==> images/clock_wires.png <==
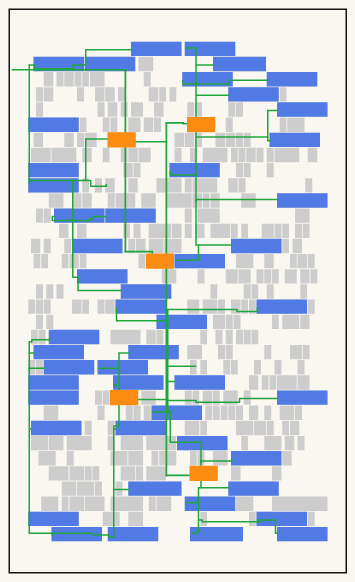
==> images/layers.png <==
Only two layers are drawn.
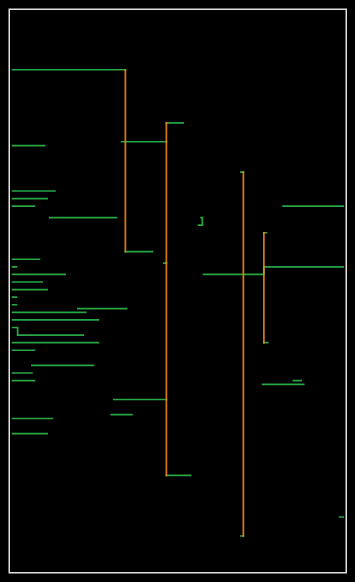
==> images/class_map.png <==
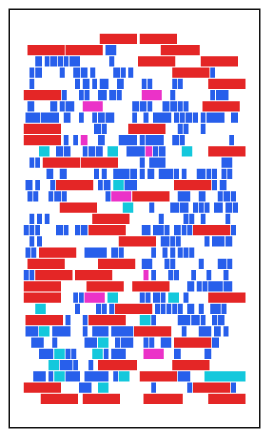
File: src/rtl/memory_loader.sv
// Push-button memory programmer: sync + debounce, address load, wrap/count status.
// Define VERIFY_EN to add a read-back compare after each write (verify_err).
module memory_loader #(
    parameter int ADRS_W     = 8,
    parameter int DATA_W     = 8,
    parameter int DEB_CYCLES = 4
) (
    input  logic              clock,
    input  logic              reset_N,
    input  logic              step_N,
    input  logic              cmd,
    input  logic [DATA_W-1:0] data_in,
    input  logic [DATA_W-1:0] mem_q,
    output logic [ADRS_W-1:0] adrs_out,
    output logic [DATA_W-1:0] data_out,
    output logic              wr_en,
    output logic              busy,
    output logic              wrap,
    output logic [ADRS_W:0]   write_count,
    output logic              verify_err
);

`ifdef VERIFY_EN
    typedef enum logic [2:0] {
        S_IDLE, S_WRITE, S_INCR, S_RELEASE, S_VWAIT, S_VCHECK
    } state_t;
`else
    typedef enum logic [2:0] {
        S_IDLE, S_WRITE, S_INCR, S_RELEASE
    } state_t;
`endif

    state_t state_q;

    logic              sync1_q, sync2_q;
    logic              level_q, level_d;
    logic [15:0]       cnt_q, cnt_d;
    logic              press;
    logic [ADRS_W-1:0] adrs_q;
    logic [DATA_W-1:0] data_q;
    logic              wr_en_q, busy_q, wrap_q, verr_q;
    logic [ADRS_W:0]   wcnt_q;

    // Level flips on the edge where the DEB_CYCLES-th differing sample lands.
    always_comb begin
        level_d = level_q;
        cnt_d   = '0;
        if (sync2_q != level_q) begin
            if (cnt_q == 16'(DEB_CYCLES - 1)) begin
                level_d = sync2_q;
            end else begin
                cnt_d = cnt_q + 16'd1;
            end
        end
    end

    assign press = level_q & ~level_d;

    always_ff @(posedge clock or negedge reset_N) begin
        if (!reset_N) begin
            sync1_q <= 1'b1;
            sync2_q <= 1'b1;
            level_q <= 1'b1;
            cnt_q   <= '0;
        end else begin
            sync1_q <= step_N;
            sync2_q <= sync1_q;
            level_q <= level_d;
            cnt_q   <= cnt_d;
        end
    end

    always_ff @(posedge clock or negedge reset_N) begin
        if (!reset_N) begin
            state_q <= S_IDLE;
            adrs_q  <= '0;
            data_q  <= '0;
            wr_en_q <= 1'b0;
            busy_q  <= 1'b0;
            wrap_q  <= 1'b0;
            wcnt_q  <= '0;
            verr_q  <= 1'b0;
        end else begin
            wr_en_q <= 1'b0;
            unique case (state_q)
                S_IDLE: begin
                    if (press) begin
                        busy_q <= 1'b1;
                        if (cmd) begin
                            adrs_q  <= ADRS_W'(data_in);
                            state_q <= S_RELEASE;
                        end else begin
                            data_q  <= data_in;
                            wr_en_q <= 1'b1;
                            state_q <= S_WRITE;
                        end
                    end
                end
                S_WRITE: begin
`ifdef VERIFY_EN
                    state_q <= S_VWAIT;
`else
                    state_q <= S_INCR;
`endif
                end
`ifdef VERIFY_EN
                S_VWAIT: begin
                    state_q <= S_VCHECK;
                end
                S_VCHECK: begin
                    if (mem_q != data_q) begin
                        verr_q <= 1'b1;
                    end
                    state_q <= S_INCR;
                end
`endif
                S_INCR: begin
                    adrs_q <= adrs_q + 1'b1;
                    if (&adrs_q) begin
                        wrap_q <= 1'b1;
                    end
                    if (!(&wcnt_q)) begin
                        wcnt_q <= wcnt_q + 1'b1;
                    end
                    state_q <= S_RELEASE;
                end
                S_RELEASE: begin
                    if (level_d) begin
                        busy_q  <= 1'b0;
                        state_q <= S_IDLE;
                    end
                end
                default: begin
                    busy_q  <= 1'b0;
                    state_q <= S_IDLE;
                end
            endcase
        end
    end

`ifndef VERIFY_EN
    logic unused_mem_q;
    assign unused_mem_q = ^mem_q;
`endif

    assign adrs_out    = adrs_q;
    assign data_out    = data_q;
    assign wr_en       = wr_en_q;
    assign busy        = busy_q;
    assign wrap        = wrap_q;
    assign write_count = wcnt_q;
    assign verify_err  = verr_q;

endmodule

File: config.mk
export PLATFORM = sky130hd
export DESIGN_NAME = memory_loader
export DESIGN_NICKNAME = d
export VERILOG_FILES = /design/src/rtl/memory_loader.sv
export SDC_FILE = /design/constraint.sdc
export NUM_CORES = 1
export LEC_CHECK = 0
export ABC_AREA = 1
export CORE_ASPECT_RATIO = 1.75
export CORE_MARGIN = 3
export CORE_UTILIZATION = 50
export CTS_CLUSTER_DIAMETER = 60
export CTS_CLUSTER_SIZE = 10
export DETAILED_ROUTE_END_ITERATION = 10
export DONT_BUFFER_PORTS = 1
export SLEW_MARGIN = 15
export SYNTH_ARGS = -nofsm -noshare
export SYNTH_HDL_FRONTEND = slang
export SYNTH_SLANG_ARGS = --single-unit
File: constraint.sdc
create_clock -name clock -period 2 [get_ports clock]
set_input_delay 0.5 -clock clock [delete_from_list [all_inputs] [get_ports clock]]
set_output_delay 0.5 -clock clock [all_outputs]
set_load 0.03 [all_outputs]
==> impl_metrics.toml <==
# flow metrics
[power]
ir_worst_vdd_v = 0.001006
total_leakage_power_nw = 1.445
total_power_w = 0.003712

[clocking]
cts.hold.buffers_added = 1
clk_pin_slew_ns = 0.09
tritoncts = "done"
cts.repair_timing.setup_buffer_count = 0
worst_skew_pair.late_latency_ns = 0.31
clk_path_buf_depth = 2
ctsRootBufferMaster = "sky130_fd_sc_hd__clkbuf_8"
cts_made_buffers = 5

[setup_path]
arrival_ns = 2.10
crit_path_end_kind = "flop"
critical_path.n_buffers_inverters = 1
rr_worst_depth = 12
timing.critical_path.fanout_max = 2
worst_setup_path_start_kind = "flop"

[finish]
layout.clock_buffers = 6
n_all_buffers = 18
largest_cell_class = "flip-flops and latches"
area.combinational_um2 = 1212
design.seq.count = 49
inv_count = 32
filler_cell_count = 468
layoutNonFillerInstCount = 389
buf_share_pct = 5.415

[final_timing]
setup_total_negative_slack_ns = 0
timing.final.hold_violations = 0
max_clock_freq_mhz = 534.8

[place]
place_area_um2 = 2704
dpl_worst_slack_ns = 0.09082
routabilityCongestion = 0.8613
dp_hpwl_um = 4402
i_o_buffers = 0

[synth]
synth_sequential_area_ratio_pct = 47.88
synth.largest_area_cell = "sky130_fd_sc_hd__dfrtp_1"
area_leaders = "sky130_fd_sc_hd__dfrtp_1 (45%), sky130_fd_sc_hd__nand2_1 (11%), sky130_fd_sc_hd__nor2_1 (7.0%)"
ys_cells = 317
synthesis.instances = 317
post_synth_num_cell_types = 34
edff_count_synth = 0
warning_count_from_the_yosys_run = 1
ys.flop_type = "sky130_fd_sc_hd__dfrtp_1"
postSynth.asyncResetShare_pct = 100.0
synth-seq-cells = 49

[detailed_routing]
detail_route.drc_violations = 0
first_pass_iters = 4
vias_per_cell = 5.257
postRouteAntennaNets = 0

[run]
maxCapViolCount = 0
warnings = 38

[min_path]
hold_path.class = "in2async"

[global_route]
globalRouteMet1Util_pct = 21.82
gr-total-overflow = 0
grt_util_met2_pct = 39.50

[floorplanning]
chipArea_um2 = 6067
core_util_floorplan_pct = 53.17
chipWidth_um = 60.18
pin_count = 49

[run_status]
outcome = "completed"
About clock_wires.png:
[clock-net drivers] orange | count: 5
[flip-flops] blue | count: 49
[clock wires] green | length: 635 um
routed clock nets: 6
flops lie: widely spread
Worst Skew: 0.01121 ns
power of the clock network: 0.000577 W

About layers.png:
| layer | color | wire length |
|---|---|---|
| M4 | orange | 181 um |
| M3 | green | 270 um |
wire per inst: 14.93 um
via total after detailed routing: 2,045
global-route usage over all layers: 21.46%
wirelength, routed: 5808 um

About class_map.png:
| class | color | cells |
|---|---|---|
| clock drivers and dummy loads | magenta | 8 |
| registers | red | 49 |
| remaining buffers and delay cells | cyan | 18 |
| remaining logic cells | blue | 262 |
flop share of the area: 42.93%
Placement Rows: 33
fin area: 2865 um^2

[power by group]
group	switching, W	total, W	internal [W]
Sequential	0.000432	0.00166	0.00122
Combinational	0.000919	0.00148	0.000560
Clock	0.000334	0.000577	0.000243
[cell usage in the layout (no fill, tap or decap), types with 5 or more instances in the layout]
cell	n
sky130_fd_sc_hd__dfrtp_1	46
sky130_fd_sc_hd__o21ai_0	10
sky130_fd_sc_hd__ha_1	6
sky130_fd_sc_hd__nand4_1	5
sky130_fd_sc_hd__xor2_1	10
sky130_fd_sc_hd__o21ai_1	6
sky130_fd_sc_hd__nand2_1	77
sky130_fd_sc_hd__nand3_1	24
sky130_fd_sc_hd__inv_1	30
sky130_fd_sc_hd__clkbuf_8	5
sky130_fd_sc_hd__a21oi_1	7
sky130_fd_sc_hd__buf_4	17
sky130_fd_sc_hd__nor2_1	48
[worst max-delay path by stage]
stage	slack [ns]	endpoint	start	cells after the start
final	0.13	write_count[7]	write_count[1]	12
after global routing	-0.02	write_count[7]	write_count[1]	12
after CTS	0.03	write_count[7]	write_count[0]	12
after detailed placement	0.09	write_count[7]	write_count[0]	12
after global placement	0.12	write_count[7]	write_count[0]	12
after floorplan	0.01	write_count[7]	write_count[0]	12
[logic make-up (layout without fill, tap and decap cells)]
group | after synthesis | after routing | synth area share [%]
xor gates and xnor gates | 13 | 13 | 4.433
buffers and inverters | 38 | 58 | 6.332
other | 1 | 1 | 0.1460
adders and majority gates | 8 | 8 | 3.897
and+or+nand+nor | 177 | 177 | 30.39
AOI/OAI and AO/OA | 30 | 30 | 6.527
muxes | 1 | 1 | 0.3897
DFF | 49 | 49 | 47.88
[registers in the layout (all words and copies together) (netlist names)]
register,count
level_q,1
wr_en,1
busy,1
data_out,8
write_count,9
sync1_q,1
sync2_q,1
state_q,2
wrap,1
cnt_q,16
adrs_out,8
Power figures rest on the tool's default switching activity, not on a simulated workload.
